==> src/rtl/fp_mac_pkg.sv <==
// fp_mac_pkg: shared definitions for the FP multiply-accumulate stream engine
// and its normaliser.
//   fmt_bias()  - exponent bias for a given exponent width
//   fmt_acc_w() - width of the exact two's-complement accumulator
//   state_e     - control FSM states
//   ZERO_FILL / SAT_FILL - fill bits for the zero result and the
//                          saturated (max finite) result encodings
package fp_mac_pkg;

  typedef enum logic [1:0] {
    ACCUM = 2'd0,  // accepting operand pairs
    DRAIN = 2'd1,  // waiting for the final element to reach stage 3
    HOLD  = 2'd2   // result presented, waiting for the consumer
  } state_e;

  // A zero result is every bit clear; a saturated result keeps the sign and
  // sets every exponent and mantissa bit.
  localparam logic ZERO_FILL = 1'b0;
  localparam logic SAT_FILL  = 1'b1;

  function automatic int fmt_bias(input int exp_w);
    return (2 ** (exp_w - 1)) - 1;
  endfunction

  // Largest product is (2^(MAN_W+1)-1)^2 shifted by 2*(2^EXP_W-1)-2, plus one
  // sign bit, plus headroom for MAX_LEN additions: the sum can never overflow.
  function automatic int fmt_acc_w(input int exp_w, input int man_w, input int max_len);
    return 2 * (man_w + 1) + 2 * ((2 ** exp_w) - 1) - 2 + 1 + $clog2(max_len);
  endfunction

endpackage

==> src/rtl/fp_mac_stream_if.sv <==
// fp_mac_stream_if: operand input stream and result output stream of the
// FP MAC engine.
//   in_valid96/in_ready96   - operand pair handshake
//   in_a96/in_b96           - operands {sign, exp, man}
//   in_last96               - pair closes the vector
//   out_valid96/out_ready96 - result handshake
//   out_result96            - normalised FP result
//   out_sat96               - result clamped to max finite
//   out_count96             - elements accumulated into the result
// Modport slave is the engine side, master is the producer/consumer side.
interface fp_mac_stream_if #(
  parameter int EXP_W   = 3,
  parameter int MAN_W   = 4,
  parameter int MAX_LEN = 16
);
  localparam int FW    = 1 + EXP_W + MAN_W;
  localparam int CNT_W = $clog2(MAX_LEN + 1);

  logic             in_valid96;
  logic             in_ready96;
  logic [FW-1:0]    in_a96;
  logic [FW-1:0]    in_b96;
  logic             in_last96;
  logic             out_valid96;
  logic             out_ready96;
  logic [FW-1:0]    out_result96;
  logic             out_sat96;
  logic [CNT_W-1:0] out_count96;

  modport slave (
    input  in_valid96, in_a96, in_b96, in_last96, out_ready96,
    output in_ready96, out_valid96, out_result96, out_sat96, out_count96
  );

  modport master (
    output in_valid96, in_a96, in_b96, in_last96, out_ready96,
    input  in_ready96, out_valid96, out_result96, out_sat96, out_count96
  );

endinterface

==> src/rtl/fp_acc_normalize.sv <==
// fp_acc_normalize: combinational conversion of the wide two's-complement
// accumulator into a normalised, saturated FP value.
//   acc_i    - accumulator, LSB weight 2^(2-2*BIAS-2*MAN_W)
//   result_o - {sign, exp, man}, mantissa truncated toward zero
//   sat_o    - magnitude exceeded the largest finite value
module fp_acc_normalize
  import fp_mac_pkg::*;
#(
  parameter int EXP_W = 3,
  parameter int MAN_W = 4,
  parameter int ACC_W = 27
) (
  input  logic [ACC_W-1:0]         acc_i,
  output logic [EXP_W+MAN_W:0]     result_o,
  output logic                     sat_o
);

  localparam int FW   = 1 + EXP_W + MAN_W;
  localparam int BIAS = fmt_bias(EXP_W);
  localparam int EMAX = (2 ** EXP_W) - 1;

  logic             sign;
  logic [ACC_W-1:0] mag;
  int               lead;
  int               exp_i;
  logic [MAN_W-1:0] man;

  always_comb begin
    sign = acc_i[ACC_W-1];
    mag  = sign ? -acc_i : acc_i;

    // Leading-one position: the highest set bit wins.
    lead = 0;
    for (int i = 0; i < ACC_W; i++) begin
      if (mag[i]) lead = i;
    end

    // Mantissa = MAN_W bits directly below the leading one. Selecting by
    // comparing every bit position keeps all indices constant.
    man = '0;
    for (int j = 0; j < ACC_W; j++) begin
      for (int k = 0; k < MAN_W; k++) begin
        if (j == lead - 1 - k) man[MAN_W-1-k] = mag[j];
      end
    end

    exp_i = lead + 2 - BIAS - 2 * MAN_W;

    result_o = {FW{ZERO_FILL}};
    sat_o    = 1'b0;
    if (mag != '0 && exp_i >= 1) begin
      if (exp_i > EMAX) begin
        result_o = {sign, {(FW-1){SAT_FILL}}};
        sat_o    = 1'b1;
      end else begin
        result_o = {sign, exp_i[EXP_W-1:0], man};
      end
    end
  end

endmodule

==> src/rtl/fp_mac_stream.sv <==
// fp_mac_stream: pipelined FP multiply-accumulate over a valid/ready stream.
//   clk96   - clock, rising edge
//   rst_n96 - asynchronous active-low reset
//   bus     - operand input / result output streams (slave side)
// Pipeline: stage 1 multiplies the mantissas and forms the shift, stage 2
// adds the shifted signed product into an exact accumulator, stage 3
// registers the normalised result. The FSM then loads the output registers,
// so a last element accepted at edge T shows out_valid96 after edge T+3.
module fp_mac_stream
  import fp_mac_pkg::*;
#(
  parameter int EXP_W   = 3,
  parameter int MAN_W   = 4,
  parameter int MAX_LEN = 16
) (
  input  logic           clk96,
  input  logic           rst_n96,
  fp_mac_stream_if.slave bus
);

  localparam int FW     = 1 + EXP_W + MAN_W;
  localparam int CNT_W  = $clog2(MAX_LEN + 1);
  localparam int ACC_W  = fmt_acc_w(EXP_W, MAN_W, MAX_LEN);
  localparam int PROD_W = 2 * (MAN_W + 1);
  localparam int SH_W   = EXP_W + 1;

  // Control
  state_e state_q, state_d;
  logic   in_ready, in_fire, out_fire, vec_end;

  // Stage 1: product
  logic              s1_valid_q, s1_valid_d;
  logic              s1_last_q, s1_last_d;
  logic              s1_sign_q, s1_sign_d;
  logic [PROD_W-1:0] s1_prod_q, s1_prod_d;
  logic [SH_W-1:0]   s1_shift_q, s1_shift_d;

  // Stage 2: accumulator
  logic [ACC_W-1:0]  acc_q, acc_d;
  logic [ACC_W-1:0]  term;
  logic              s2_last_q, s2_last_d;
  logic [CNT_W-1:0]  cnt_q, cnt_d;

  // Stage 3: normalised result
  logic              s3_valid_q, s3_valid_d;
  logic [FW-1:0]     s3_result_q, s3_result_d;
  logic              s3_sat_q, s3_sat_d;
  logic [FW-1:0]     norm_result;
  logic              norm_sat;

  // Output registers
  logic              out_valid_q, out_valid_d;
  logic [FW-1:0]     out_result_q, out_result_d;
  logic              out_sat_q, out_sat_d;
  logic [CNT_W-1:0]  out_count_q, out_count_d;

  logic [EXP_W-1:0]  ea, eb;
  logic [MAN_W-1:0]  ma, mb;

  assign ea = bus.in_a96[FW-2 -: EXP_W];
  assign eb = bus.in_b96[FW-2 -: EXP_W];
  assign ma = bus.in_a96[MAN_W-1:0];
  assign mb = bus.in_b96[MAN_W-1:0];

  assign in_ready = (state_q == ACCUM);
  assign in_fire  = bus.in_valid96 && in_ready;
  assign out_fire = out_valid_q && bus.out_ready96;
  // The MAX_LEN-th element closes the vector even without in_last96.
  assign vec_end  = in_fire && (bus.in_last96 || cnt_q == CNT_W'(MAX_LEN - 1));

  // Stage 1
  always_comb begin
    s1_valid_d = in_fire;
    s1_last_d  = vec_end;
    s1_sign_d  = s1_sign_q;
    s1_prod_d  = s1_prod_q;
    s1_shift_d = s1_shift_q;
    if (in_fire) begin
      s1_sign_d  = bus.in_a96[FW-1] ^ bus.in_b96[FW-1];
      // Exponent 0 encodes zero regardless of the mantissa bits.
      s1_prod_d  = (ea == '0 || eb == '0) ? '0
                 : PROD_W'({1'b1, ma}) * PROD_W'({1'b1, mb});
      // Wraps for a zero exponent, but the product is zero then.
      s1_shift_d = SH_W'(ea) + SH_W'(eb) - SH_W'(2);
    end
  end

  // Stage 2 and element counter
  always_comb begin
    term = ACC_W'(s1_prod_q) << s1_shift_q;
    if (s1_sign_q) term = -term;

    acc_d = acc_q;
    if (s1_valid_q) acc_d = acc_q + term;
    // No element can be in flight in HOLD, so clearing here loses nothing.
    if (out_fire) acc_d = '0;

    s2_last_d = s1_valid_q && s1_last_q;

    cnt_d = cnt_q;
    if (in_fire)  cnt_d = cnt_q + CNT_W'(1);
    if (out_fire) cnt_d = '0;
  end

  fp_acc_normalize #(
    .EXP_W (EXP_W),
    .MAN_W (MAN_W),
    .ACC_W (ACC_W)
  ) u_norm (
    .acc_i    (acc_q),
    .result_o (norm_result),
    .sat_o    (norm_sat)
  );

  // Stage 3: sampled the cycle after the final add has landed in acc_q.
  always_comb begin
    s3_valid_d  = s2_last_q;
    s3_result_d = s3_result_q;
    s3_sat_d    = s3_sat_q;
    if (s2_last_q) begin
      s3_result_d = norm_result;
      s3_sat_d    = norm_sat;
    end
  end

  // Control FSM: next state and output registers
  always_comb begin
    state_d      = state_q;
    out_valid_d  = out_valid_q;
    out_result_d = out_result_q;
    out_sat_d    = out_sat_q;
    out_count_d  = out_count_q;
    case (state_q)
      ACCUM: begin
        if (vec_end) state_d = DRAIN;
      end
      DRAIN: begin
        if (s3_valid_q) begin
          out_valid_d  = 1'b1;
          out_result_d = s3_result_q;
          out_sat_d    = s3_sat_q;
          out_count_d  = cnt_q;
          state_d      = HOLD;
        end
      end
      HOLD: begin
        if (bus.out_ready96) begin
          out_valid_d = 1'b0;
          state_d     = ACCUM;
        end
      end
      default: state_d = ACCUM;
    endcase
  end

  always_ff @(posedge clk96 or negedge rst_n96) begin
    if (!rst_n96) begin
      state_q      <= ACCUM;
      s1_valid_q   <= 1'b0;
      s1_last_q    <= 1'b0;
      s1_sign_q    <= 1'b0;
      s1_prod_q    <= '0;
      s1_shift_q   <= '0;
      acc_q        <= '0;
      s2_last_q    <= 1'b0;
      cnt_q        <= '0;
      s3_valid_q   <= 1'b0;
      s3_result_q  <= '0;
      s3_sat_q     <= 1'b0;
      out_valid_q  <= 1'b0;
      out_result_q <= '0;
      out_sat_q    <= 1'b0;
      out_count_q  <= '0;
    end else begin
      state_q      <= state_d;
      s1_valid_q   <= s1_valid_d;
      s1_last_q    <= s1_last_d;
      s1_sign_q    <= s1_sign_d;
      s1_prod_q    <= s1_prod_d;
      s1_shift_q   <= s1_shift_d;
      acc_q        <= acc_d;
      s2_last_q    <= s2_last_d;
      cnt_q        <= cnt_d;
      s3_valid_q   <= s3_valid_d;
      s3_result_q  <= s3_result_d;
      s3_sat_q     <= s3_sat_d;
      out_valid_q  <= out_valid_d;
      out_result_q <= out_result_d;
      out_sat_q    <= out_sat_d;
      out_count_q  <= out_count_d;
    end
  end

  assign bus.in_ready96   = in_ready;
  assign bus.out_valid96  = out_valid_q;
  assign bus.out_result96 = out_result_q;
  assign bus.out_sat96    = out_sat_q;
  assign bus.out_count96  = out_count_q;

endmodule

==> src/flat_wrapper.sv <==
// flat-port wrapper written by rule: the top's interface ports become plain ports
module fp_mac_stream_flat import fp_mac_pkg::*;
#(
  parameter int EXP_W   = 3,
  parameter int MAN_W   = 4,
  parameter int MAX_LEN = 16
)
  (clk96, rst_n96, bus_in_valid96, bus_in_a96, bus_in_b96, bus_in_last96, bus_out_ready96, bus_in_ready96, bus_out_valid96, bus_out_result96, bus_out_sat96, bus_out_count96);
  fp_mac_stream_if #(.EXP_W(EXP_W), .MAN_W(MAN_W), .MAX_LEN(MAX_LEN)) bus_i ();
  input  logic clk96;
  input  logic rst_n96;
  input wire logic [$bits(bus_i.in_valid96)-1:0] bus_in_valid96;
  input wire logic [$bits(bus_i.in_a96)-1:0] bus_in_a96;
  input wire logic [$bits(bus_i.in_b96)-1:0] bus_in_b96;
  input wire logic [$bits(bus_i.in_last96)-1:0] bus_in_last96;
  input wire logic [$bits(bus_i.out_ready96)-1:0] bus_out_ready96;
  output wire logic [$bits(bus_i.in_ready96)-1:0] bus_in_ready96;
  output wire logic [$bits(bus_i.out_valid96)-1:0] bus_out_valid96;
  output wire logic [$bits(bus_i.out_result96)-1:0] bus_out_result96;
  output wire logic [$bits(bus_i.out_sat96)-1:0] bus_out_sat96;
  output wire logic [$bits(bus_i.out_count96)-1:0] bus_out_count96;
  assign bus_i.in_valid96 = bus_in_valid96;
  assign bus_i.in_a96 = bus_in_a96;
  assign bus_i.in_b96 = bus_in_b96;
  assign bus_i.in_last96 = bus_in_last96;
  assign bus_i.out_ready96 = bus_out_ready96;
  assign bus_in_ready96 = bus_i.in_ready96;
  assign bus_out_valid96 = bus_i.out_valid96;
  assign bus_out_result96 = bus_i.out_result96;
  assign bus_out_sat96 = bus_i.out_sat96;
  assign bus_out_count96 = bus_i.out_count96;
  fp_mac_stream #(.EXP_W(EXP_W), .MAN_W(MAN_W), .MAX_LEN(MAX_LEN)) u_core (.clk96(clk96), .rst_n96(rst_n96), .bus(bus_i));
endmodule
==> config.mk <==
export PLATFORM = sky130hd
export DESIGN_NAME = fp_mac_stream_flat
export DESIGN_NICKNAME = d
export VERILOG_FILES = /design/src/rtl/fp_mac_pkg.sv /design/src/rtl/fp_mac_stream_if.sv /design/src/rtl/fp_acc_normalize.sv /design/src/rtl/fp_mac_stream.sv /design/src/flat_wrapper.sv
export SDC_FILE = /design/constraint.sdc
export NUM_CORES = 1
export LEC_CHECK = 0
export CORE_MARGIN = 1.5
export CORE_UTILIZATION = 45
export DETAILED_ROUTE_END_ITERATION = 10
export PLACE_DENSITY = 0.73
export RECOVER_POWER = 25
export SETUP_SLACK_MARGIN = 0.2
export SLEW_MARGIN = 20
export SYNTH_ARGS = -nofsm -noshare
export SYNTH_HDL_FRONTEND = slang
export SYNTH_HIERARCHICAL = 1
export SYNTH_SLANG_ARGS = --single-unit
==> constraint.sdc <==
create_clock -name clk96 -period 15.85 [get_ports clk96]
set_input_delay 3.17 -clock clk96 [delete_from_list [all_inputs] [get_ports clk96]]
set_output_delay 3.17 -clock clk96 [all_outputs]
set_load 0.05 [all_outputs]
Figure 1. Wiring by layer (run 1).
The bar under the picture is 50 um long. Two of the layers only.
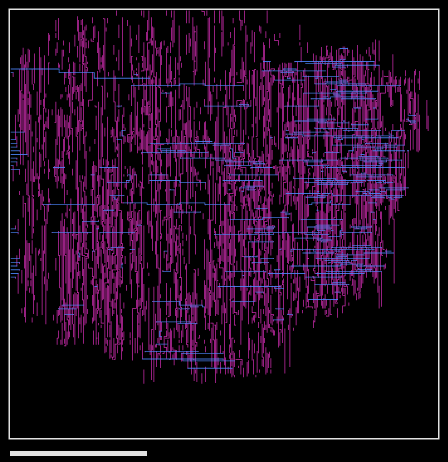
met2: in magenta, wire length 14800 um. met3: in blue, wire length 2130 um.

Figure 2. Sequential cells colored by netlist name (run 1).
The bar under the picture is 50 um long. Other sequential cells in the stronger gray, the rest of the logic in the fainter gray.
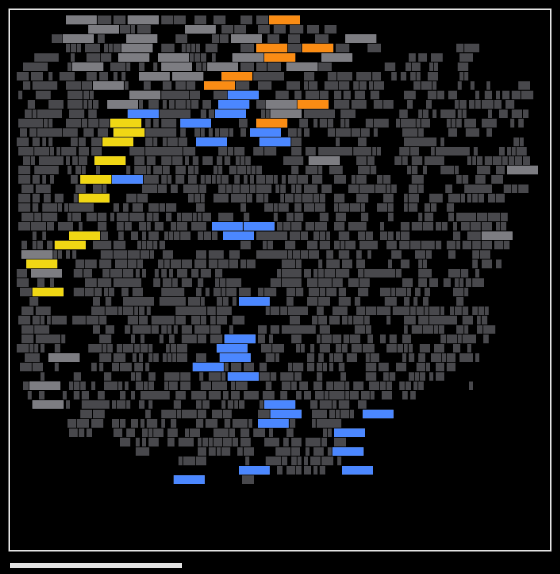
u_core/s1_prod_q: in yellow, placed flops 10. u_core/bus.out_result96: in orange, placed flops 8, where north. u_core/acc_q: in blue, placed flops 27.
Another 32 sequential cells are not colored.

Figure 3. Clock routing (run 1).
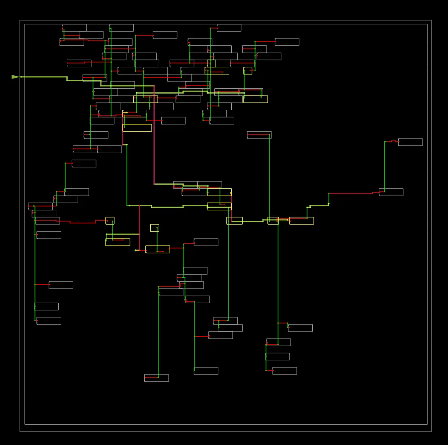
count of clock-net buffers in the final layout: 9
sequential cell count: 77

==> reports/notes.md, run 1 <==
The run finished, with violations left. The checks that failed: max-capacitance violations, max-slew violations. For this run, the number of Yosys warnings is 6. In the final layout, the multi-input gates occupy 8000 um2.

Once layout is done, the placed cells without fillers occupy 11300 um2. The fraction of the mapped netlist area in simple logic gates works out to 0.225. Yosys synthesis chip area: 10600 um2. The final-layout clock-cell area share is 0.0281. Setup repair after global routing left no endpoint under its margin. The antenna diode count was 0. In this build the clock could be raised as far as 129 MHz. The largest total area in the synthesized netlist belongs to sky130_fd_sc_hd__dfrtp_1. The tools report the buffer levels on the longest clock path as 2. The worst setup path is launched from a register.

Summing all flip-flop and latch instances after layout gives 1930 um2. The number of global-route vias before repair is 9830. The portion of the layout cell area used by non-clock buffers was 0.0382. The maximum level of the CTS H-tree was 3. The fraction of registers with async set or reset after synthesis is 1.00.

Per the detailed-route log, wirelength across all metal layers totals 30900 um. The number of distinct library cells after synthesis was 110. The cell family contributing the most delay on the critical path was AND-OR/OR-AND gates.

The biggest slice of the area belongs to multi-input combinational cells. The adder and majority gate portion of the synthesized area came out at 0.0939. The most numerous cell in the Yosys netlist was sky130_fd_sc_hd__nand2_1. The skew report gives the latency at the later pin of the worst-skew pair as 0.36 ns.

The tools report the number of violations of the max-capacitance limit as 2. The xor and xnor area share after synthesis works out to 0.0716. The multiplexer share of the synthesized area was 0.0854; the number of cells in the yosys synthesis report was 1335. Source of the worst register-to-register timing path: u_core/acc_q[0]. For the final routed database, the setup TNS stands at 0 ns. Area share of the largest cell type after synthesis: 0.182. The tools report the startpoint of the tightest hold check path as u_core/s1_last_q. The delay of the slowest cell on the worst path is 0.66 ns. The multi-input combinational cell count is 1099. For reference, the top cells by count after synthesis are sky130_fd_sc_hd__nand2_1 (123), sky130_fd_sc_hd__nor2_1 (108), sky130_fd_sc_hd__dfrtp_1 (77). The run gives 0 for the number of antenna violations at the first check in global routing. After synthesis, the cell types taking the most area are sky130_fd_sc_hd__dfrtp_1 (18%), sky130_fd_sc_hd__ha_1 (7.3%), sky130_fd_sc_hd__xnor2_1 (4.4%), sky130_fd_sc_hd__nand2_1 (4.4%), sky130_fd_sc_hd__mux2i_1 (4.2%). The die height came out at 157 um. In this run the layout overhead on the synthesized area is reported as 6.70%. The logs give 0.485 for the final core area utilization and 119 for the max-slew violation count. The placed instance area is 11000 um2. Per the log, the first TritonRoute iteration ended with a DRC count of 890. TritonCTS built the clock tree.

The clock edge transition at the registers on the reported setup and hold paths works out to 0.08 ns. Highest-count logic cell in the final layout: sky130_fd_sc_hd__nand2_1. The count of library flops with an enable pin works out to 0. The share of the final layout cell area in sequential cells was 0.170.

After floorplanning, the core was divided into 56 placement rows. With the post-cts hold buffer count at 0, the post-synthesis compound-gate area fraction is 0.278. Netlist area before placement: 10600 um2. The run gives 0 as the hold violation total from the final report.

The setup check on the worst reg-to-reg path leaves a slack of 8.12 ns. Part of the Yosys area used for sequential elements: 0.182. The mean area per synthesized cell was 7.95 um2; the cell resize tally after clock tree synthesis was 0. The TritonCTS sink count was 77. For the count of inserted tapcells, the log shows 319.

The critical path is of the reg2reg type. The tools report the launching instance or port of the critical path as u_core/acc_q[0]. The period utilization is 0.488.

Checking hold timing, the worst path is listed with class reg2reg. With the worst hold path cell count at 1, the synthesized netlist cell count is 1335. The required time at the worst endpoint is listed as 16.08 ns. For this run, the detailed router's first-pass iteration total came to 5.

Entering global routing, the biggest net connects 78 pins. Leaving out the clock tree, the finished layout contains an inverter count of 66. The commonest register cell is sky130_fd_sc_hd__dfrtp_1. The worst setup path is captured at a register. The total die size was 24500 um2.

Among the non-sequential cells, AND-OR/OR-AND gates take the most area. The floorplan step defined a core boundary enclosing 23300 um2. Detailed routing inserted a total of 10400 vias. Fraction of layout instances using a drive strength above 1: 0.0881.

The critical register-to-register path endpoint was u_core/s3_result_q[2]. The signal on the critical path passes through inv_1 > ha_1 > or4b_2 > o41ai_1 > xor2_1 > nand4_1 > a2111oi_1 > a221oi_1 > or2_2 > ha_1 > buf_4 > o31a_1 > o21ai_2 > nand2_1 > inv_1 > ha_1 > inv_1 > o31ai_1 > o21ai_0 > a311oi_1 > a311oi_1 > o21a_1 > o31a_1 > mux2_2. The tree is rooted in a sky130_fd_sc_hd__clkbuf_16. For the pin with the worst max-slew slack, the measured transition is 4.38 ns. Critical-path cell with the highest stage delay: sky130_fd_sc_hd__or4b_2. The run gives 0 as the number of nets with antenna violations after detailed routing. The run gives 0 as the total overflow reported by the global router.

Core utilization at floorplan: 0.455.
==> run 1: state kept, by name (all words and copies together) (netlist names), 2 cells and up <==
register / count
u_core/bus.out_count96: 5
u_core/s3_result_q: 8
u_core/bus.out_result96: 8
u_core/state_q: 2
u_core/s1_shift_q: 4
u_core/cnt_q: 5
u_core/acc_q: 27
u_core/s1_prod_q: 10
==> run 1: metrics by stage <==
step | worst slack (ns) | hold WS [ns] | cells
2_1_floorplan | 8.87 | 0.352 | 1335
3_3_place_gp | 8.55 | 0.440 | 1608
3_5_place_dp | 8.32 | 0.459 | 1608
4_1_cts | 8.28 | 0.478 | 1624
5_1_grt | 7.70 | 0.484 | 1624
6_report | 8.12 | 0.471 | 1624
==> run 1: per-layer routing <==
| layer | share of wire | track usage | vias to the layer above |
|---|---|---|---|
| li1 | - | - | 4906 |
| met1 | 0.41 | 0.326 | 4939 |
| met2 | 0.48 | 0.436 | 472 |
| met3 | 0.069 | 0.0371 | 81 |
| met4 | 0.040 | 0.108 | 0 |
| met5 | 0 | 0 | - |
==> run 1: cells by family (layout without fill, tap and decap cells) <==
group | count (synthesis) | count (layout)
XOR/XNOR | 85 | 85
AND-OR/OR-AND | 401 | 401
buffers and inverters | 159 | 129
adder cells (fa/ha/maj) | 73 | 73
multiplexers | 80 | 80
AND/OR/NAND/NOR | 460 | 460
flip-flops | 77 | 77
==> inputs of run 2 (changes only) <==
--- a/config.mk
+++ b/config.mk
@@ -8,7 +8,7 @@
 export CORE_MARGIN = 1.5
 export CORE_UTILIZATION = 45
 export DETAILED_ROUTE_END_ITERATION = 10
-export PLACE_DENSITY = 0.73
+export PLACE_DENSITY = 0.75
 export RECOVER_POWER = 25
 export SETUP_SLACK_MARGIN = 0.2
 export SLEW_MARGIN = 20
==> constraint.sdc (replaced) <==
create_clock -name clk96 -period 6.5 [get_ports clk96]
set_input_delay 1.3 -clock clk96 [delete_from_list [all_inputs] [get_ports clk96]]
set_output_delay 1.3 -clock clk96 [all_outputs]
set_load 0.05 [all_outputs]
Figure 4. Routed clock nets over the placement (run 2).
The bar under the picture is 50 um long.
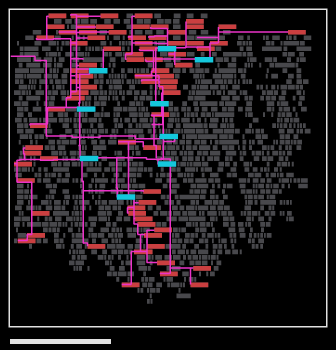
cells driving clock nets: in cyan, count 9. clock wires: in magenta, length 1270 um. flip-flops: in red, count 77.
There are 10 routed clock nets.
setup skew after layout: 0.0135 ns
latest clock arrival within the worst-skew pair: 0.35 ns

Figure 5. Wiring by layer (run 2).
The bar under the picture is 50 um long. Two of the layers only.
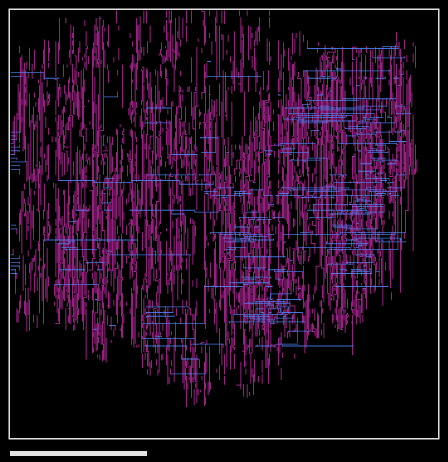
met3: in blue, wire length 2050 um. met2: in magenta, wire length 15500 um.

Figure 6. Sequential cells colored by netlist name (run 2).
The bar under the picture is 50 um long. Other sequential cells in the stronger gray, the rest of the logic in the fainter gray.
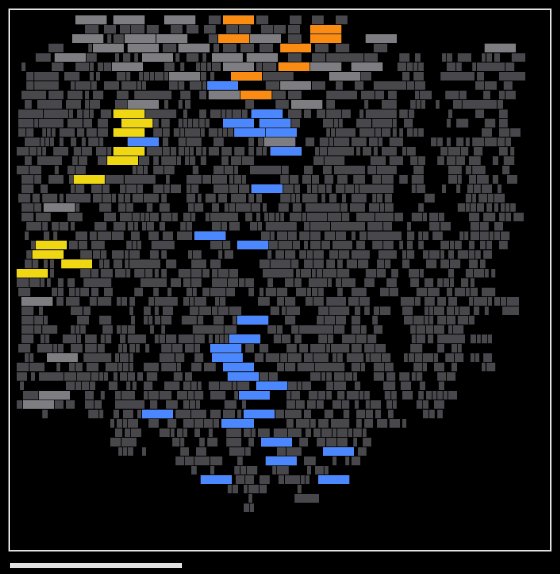
u_core/bus.out_result96: in orange, placed flops 8, where north. u_core/s1_prod_q: in yellow, placed flops 10. u_core/acc_q: in blue, placed flops 27.
flop share of the area: 0.160
Final Util: 0.517

==> reports/notes.md, run 2 <==
The run finished, with violations left. Violated checks: max-capacitance violations, max-slew violations (unchanged). The critical-path cell with the highest stage delay was sky130_fd_sc_hd__or4_4 (was sky130_fd_sc_hd__or4b_2). Number of nets with antenna violations after detailed routing: 0 (unchanged). The signed area change from the synthesized netlist to the final layout works out to 13.7% (was 6.70%). For the DRC violation total after the first TritonRoute iteration, the log shows 875 (was 890). Timing-limited maximum frequency: 164 MHz (was 129 MHz).

The die height came out at 157 um (unchanged). The mean area per synthesized cell works out to 7.95 um2 (unchanged). The run gives 0 (unchanged) as the total overflow reported by the global router.

The most numerous cell in the Yosys netlist is sky130_fd_sc_hd__nand2_1 (unchanged). The hold violation total from the final report is 0 (unchanged). The clock edge transition at the registers on the reported setup and hold paths was 0.06 ns (was 0.08 ns).

The register with the highest flop count was u_core/acc_q (unchanged). Post-cts hold buffer count: 0 (unchanged). For the part of the Yosys area used for sequential elements, the log shows 0.182 (unchanged). The number of global-route vias before repair came out at 10200 (was 9830). The number of flip-flops under the largest register name is 27 (unchanged), and the number of violations of the max-capacitance limit is 2 (unchanged).

For the number of distinct library cells after synthesis, the log shows 110 (unchanged). Setup repair after global routing could not meet its margin everywhere. Prevailing post-synth register cell: sky130_fd_sc_hd__dfrtp_1 (unchanged).

Placed cell count: 1660 (was 1608). The worst hold path cell count is 1 (unchanged). The final routed wirelength across all metal layers is 32400 um (was 30900 um). The number of cells in the finished layout apart from fillers was 1685 (was 1624). The tools report the synthesis warning total as 6 (unchanged). The count of library flops with an enable pin is 0 (unchanged). Main area contributors: sky130_fd_sc_hd__dfrtp_1 (18%), sky130_fd_sc_hd__ha_1 (7.3%), sky130_fd_sc_hd__xnor2_1 (4.4%), sky130_fd_sc_hd__nand2_1 (4.4%), sky130_fd_sc_hd__mux2i_1 (4.2%) (unchanged).

The slack of the worst reg-to-reg path was 0.41 ns (was 8.12 ns); the core utilization at floorplan was 0.455 (unchanged). The TritonCTS sink count was 77 (unchanged). The type of the worst setup path is reg2reg (unchanged). For the total die size, the log shows 24500 um2 (unchanged). The element type at the critical path start is a register (unchanged). For the max-slew violation count, the log shows 119 (unchanged).

Cell at the root of the clock tree: sky130_fd_sc_hd__clkbuf_16 (unchanged). Registers with the most flip-flops: u_core/acc_q x27, u_core/s1_prod_q x10 (unchanged). The run gives 1.00 (unchanged) for the fraction of registers with async set or reset after synthesis. The run gives 10600 (was 10400) as the via total after detailed routing. The startpoint of the tightest hold check path is u_core/s1_last_q (unchanged).

The source of the worst register-to-register timing path is u_core/acc_q[1] (was u_core/acc_q[0]). Critical register-to-register path endpoint: u_core/s3_result_q[0] (was u_core/s3_result_q[2]).

The cell family contributing the most delay on the critical path was AND-OR/OR-AND gates (unchanged). The delay of the slowest cell on the worst path is 0.60 ns (was 0.66 ns).
[run 2: logic make-up after synthesis]
| logic type | synth area share |
|---|---|
| fa+ha+maj | 0.0939 |
| simple gates | 0.225 |
| flops | 0.182 |
| compound gates | 0.278 |
| buf+inv | 0.0647 |
| xor+xnor | 0.0716 |
| mux | 0.0854 |
[run 2: stage by stage]
stage                     hold slack, ns   util  cell area, um2  setup slack, ns
after floorplan                    0.352      -           10700            0.217
after global placement             0.443  0.492           11500            0.262
after detailed placement           0.449  0.492           11500            0.145
after CTS                          0.470  0.506           11800            0.225
after global routing               0.508  0.517           12100            0.148
final                              0.464  0.517           12100            0.413
[run 2: cell type report]
| cell class | instances | area [um2] | share of cell area |
|---|---|---|---|
| timing repair buffer | 109 | 906 | 0.0751 |
| clock buffer | 9 | 225 | 0.0187 |
| tap | 319 | 399 | 0.0331 |
| clock inverter | 6 | 86.3 | 0.00716 |
| inverter | 66 | 248 | 0.0205 |
| multi-input combinational | 1099 | 8270 | 0.686 |
| sequential | 77 | 1930 | 0.160 |
[run 2: layer usage]
layer	wire [um]	up-vias	share of wire	track usage
met5	0	-	0	0
met4	1590	0	0.049	0.131
met3	2050	113	0.063	0.0305
met2	15500	491	0.48	0.461
met1	13300	4993	0.41	0.329
li1	-	5030	-	-
[run 2: repair_timing]
action,4_1_cts,5_1_grt
gates resized,2,38
buffers inserted,0,10
pin swaps,0,13
setup endpoints to repair,1,4
==> inputs of run 3 (changes only) <==
--- a/config.mk
+++ b/config.mk
@@ -5,6 +5,7 @@
 export SDC_FILE = /design/constraint.sdc
 export NUM_CORES = 1
 export LEC_CHECK = 0
+export ABC_CLOCK_PERIOD_IN_PS = 6500
 export CORE_MARGIN = 1.5
 export CORE_UTILIZATION = 45
 export DETAILED_ROUTE_END_ITERATION = 10
Figure 7. Wiring by layer (run 3).
The bar under the picture is 50 um long. Two of the layers only.
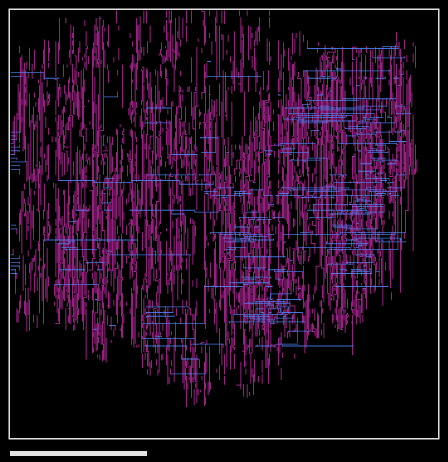
met2: in magenta, wire length 15500 um. met3: in blue, wire length 2050 um.
wire length per cell: 19.2 um
vias after detailed routing: 10600
GRT Overall Usage: 0.267

Figure 8. Routed clock nets over the placement (run 3).
The bar under the picture is 50 um long.
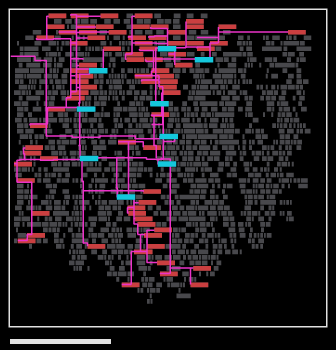
flip-flops: in red, count 77. cells driving clock nets: in cyan, count 9. clock wires: in magenta, length 1270 um.
There are 10 routed clock nets.

Figure 9. Clock routing (run 3).
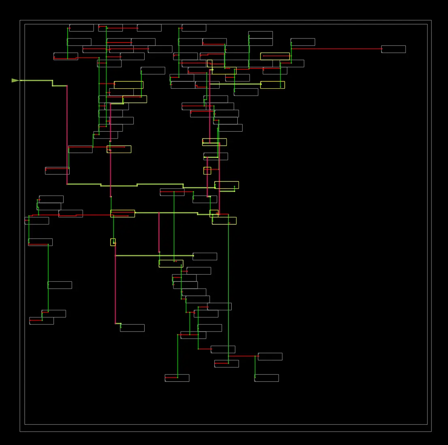
CTS Buf Count: 9
clk sink count: 77

==> reports/notes.md, run 3 <==
The flow ran to the end, but the final reports show violations. Violated checks: max-capacitance violations, max-slew violations (unchanged). The part of the Yosys area used for sequential elements came out at 0.182 (unchanged). The number of buffers inserted to repair setup after CTS was 0 (unchanged). The tools report the number of cells in the yosys synthesis report as 1335 (unchanged). The tools report the final routed wirelength across all metal layers as 32400 um (unchanged).

The timing-limited maximum frequency was 164 MHz (unchanged); the slack of the worst reg-to-reg path was 0.41 ns (about the same). Element type at the critical path start: a register (unchanged). The run gives 56 (unchanged) as the number of standard-cell rows in the floorplan. DRC violation total after the first TritonRoute iteration: 875 (unchanged). The synthesis warning total is 6 (unchanged). The highest-utilization routing layer at the global route stage was met2 (unchanged). The die height works out to 157 um (unchanged). The register with the highest flop count is u_core/acc_q (unchanged). The number of violations of the max-capacitance limit is 2 (unchanged), and the length of routed wiring on met1 is 13300 um (unchanged).

The prevailing post-synth register cell was sky130_fd_sc_hd__dfrtp_1 (unchanged). The number of distinct library cells after synthesis is 110 (unchanged), and the slew at the pin with the worst max-slew slack is 4.22 ns (unchanged). The run gives 8 (unchanged) as the length of the first detailed-routing pass in iterations. Main area contributors: sky130_fd_sc_hd__dfrtp_1 (18%), sky130_fd_sc_hd__ha_1 (7.3%), sky130_fd_sc_hd__xnor2_1 (4.4%), sky130_fd_sc_hd__nand2_1 (4.4%), sky130_fd_sc_hd__mux2i_1 (4.2%) (unchanged).

Cell accounting for the most synthesized area: sky130_fd_sc_hd__dfrtp_1 (unchanged). The final-layout clock-cell area share was 0.0258 (unchanged); the max-slew headroom at the worst pin was -1.81 (unchanged). Top cell types by occurrence after synthesis: sky130_fd_sc_hd__nand2_1 (123), sky130_fd_sc_hd__nor2_1 (108), sky130_fd_sc_hd__dfrtp_1 (77) (unchanged). Period utilization: 0.936 (unchanged). Cell at the root of the clock tree: sky130_fd_sc_hd__clkbuf_16 (unchanged). The share of the final layout cell area in sequential cells came out at 0.160 (unchanged). For the number of sequential storage elements, the log shows 77 (unchanged). The non-clock inverter count in the final layout was 66 (unchanged). The clock edge transition at the registers on the reported setup and hold paths was 0.06 ns (about the same); the signed area change from the synthesized netlist to the final layout was 13.7% (unchanged). The met3 routing resource usage after global routing was 0.0305 (unchanged).

Critical-path cell with the highest stage delay: sky130_fd_sc_hd__or4_4 (unchanged). The cell resize tally after clock tree synthesis is 2 (unchanged). Type of the worst setup path: reg2reg (unchanged). Setup repair after global routing could not meet its margin everywhere. Buffer levels on the longest clock path: 2 (unchanged). The final core area utilization came out at 0.517 (unchanged). The run gives 0.455 (unchanged) as the core utilization at floorplan. TritonCTS built the clock tree. The number of flip-flops under the largest register name is 27 (unchanged). The run gives 10600 um2 (unchanged) for the netlist area before placement. The run gives 8270 um2 (unchanged) as the area used by multi-input combinational logic. With the total negative slack at 0 ns (unchanged), the number of nets with antenna violations after detailed routing is 0 (unchanged). For the multi-input combinational cell count, the log shows 1099 (unchanged). Registers with the most flip-flops: u_core/acc_q x27, u_core/s1_prod_q x10 (unchanged). The run gives 10600 um2 (unchanged) as the yosys synthesis chip area. Largest cell class by area: multi-input combinational cells (unchanged).

The total of clock buffers placed in the layout is 9 (unchanged). The run gives 0 (unchanged) as the hold violation total from the final report. The setup skew after layout is 0.0135 ns (unchanged), and the area share of the largest cell type after synthesis is 0.182 (unchanged).

The logs give 2050 um (unchanged) for the met3 wire length and 0 (unchanged) for the number of antenna violations at the first check in global routing. The uppermost signal routing layer after detailed routing was met4 (unchanged). The total overflow reported by the global router came out at 0 (unchanged). The maximum level of the CTS H-tree is 3 (unchanged). The tools report the count of inserted tapcells as 319 (unchanged). Number of global-route vias before repair: 10200 (unchanged).

Highest-count logic cell in the final layout: sky130_fd_sc_hd__nand2_1 (unchanged). The fraction of layout instances using a drive strength above 1 is 0.152 (unchanged). The type of the tightest min-delay check is reg2reg (unchanged).

The portion of the layout cell area used by non-clock buffers came out at 0.0751 (unchanged). The fraction of registers with async set or reset after synthesis was 1.00 (unchanged); the met1 capacity usage during global routing was 0.329 (unchanged). The run gives 0.60 ns (about the same) for the delay of the slowest cell on the worst path. The cell family contributing the most delay on the critical path was AND-OR/OR-AND gates (unchanged). The tools report the register area as 1930 um2 (unchanged).

The critical path capture point type is a register (unchanged). The count of library flops with an enable pin is 0 (unchanged).

For the antenna diode count, the log shows 0 (unchanged). For the max-slew violation count, the log shows 119 (unchanged). The tools report the area of the core as 23300 um2 (unchanged). The later-pin clock latency in the skew report was 0.35 ns (about the same).
==> run 3: cell counts after synthesis <==
Identical to the previous run, type by type.
==> run 3: final timing paths <==
kind                            depth (start not counted)                   endpoint        startpoint
worst min register to register                          1           u_core/s2_last_q  u_core/s1_last_q
worst min-delay path                                    1           u_core/s2_last_q  u_core/s1_last_q
min in group asynchronous                               1  u_core/bus.out_count96[1]           rst_n96
max in group asynchronous                               1            u_core/acc_q[3]           rst_n96
worst max register to register                         25      u_core/s3_result_q[0]   u_core/acc_q[1]
worst max-delay path                                   25      u_core/s3_result_q[0]   u_core/acc_q[1]
==> run 3: logic make-up after synthesis <==
group | after synthesis | share of synthesized area
multiplexers | 80 | 0.0854
AND/OR/NAND/NOR | 460 | 0.225
adder cells (fa/ha/maj) | 73 | 0.0939
AND-OR/OR-AND | 401 | 0.278
flip-flops | 77 | 0.182
XOR/XNOR | 85 | 0.0716
buffers and inverters | 159 | 0.0647
==> run 3: stage by stage <==
| stage | cells | hold slack, ns | setup WS (ns) | area [um2] |
|---|---|---|---|---|
| finish | 1685 | 0.464 | 0.413 | 12100 |
| global route | 1685 | 0.508 | 0.148 | 12100 |
| CTS | 1675 | 0.470 | 0.225 | 11800 |
| detailed placement | 1660 | 0.449 | 0.145 | 11500 |
| global placement | 1660 | 0.443 | 0.262 | 11500 |
| floorplan | 1335 | 0.352 | 0.217 | 10700 |
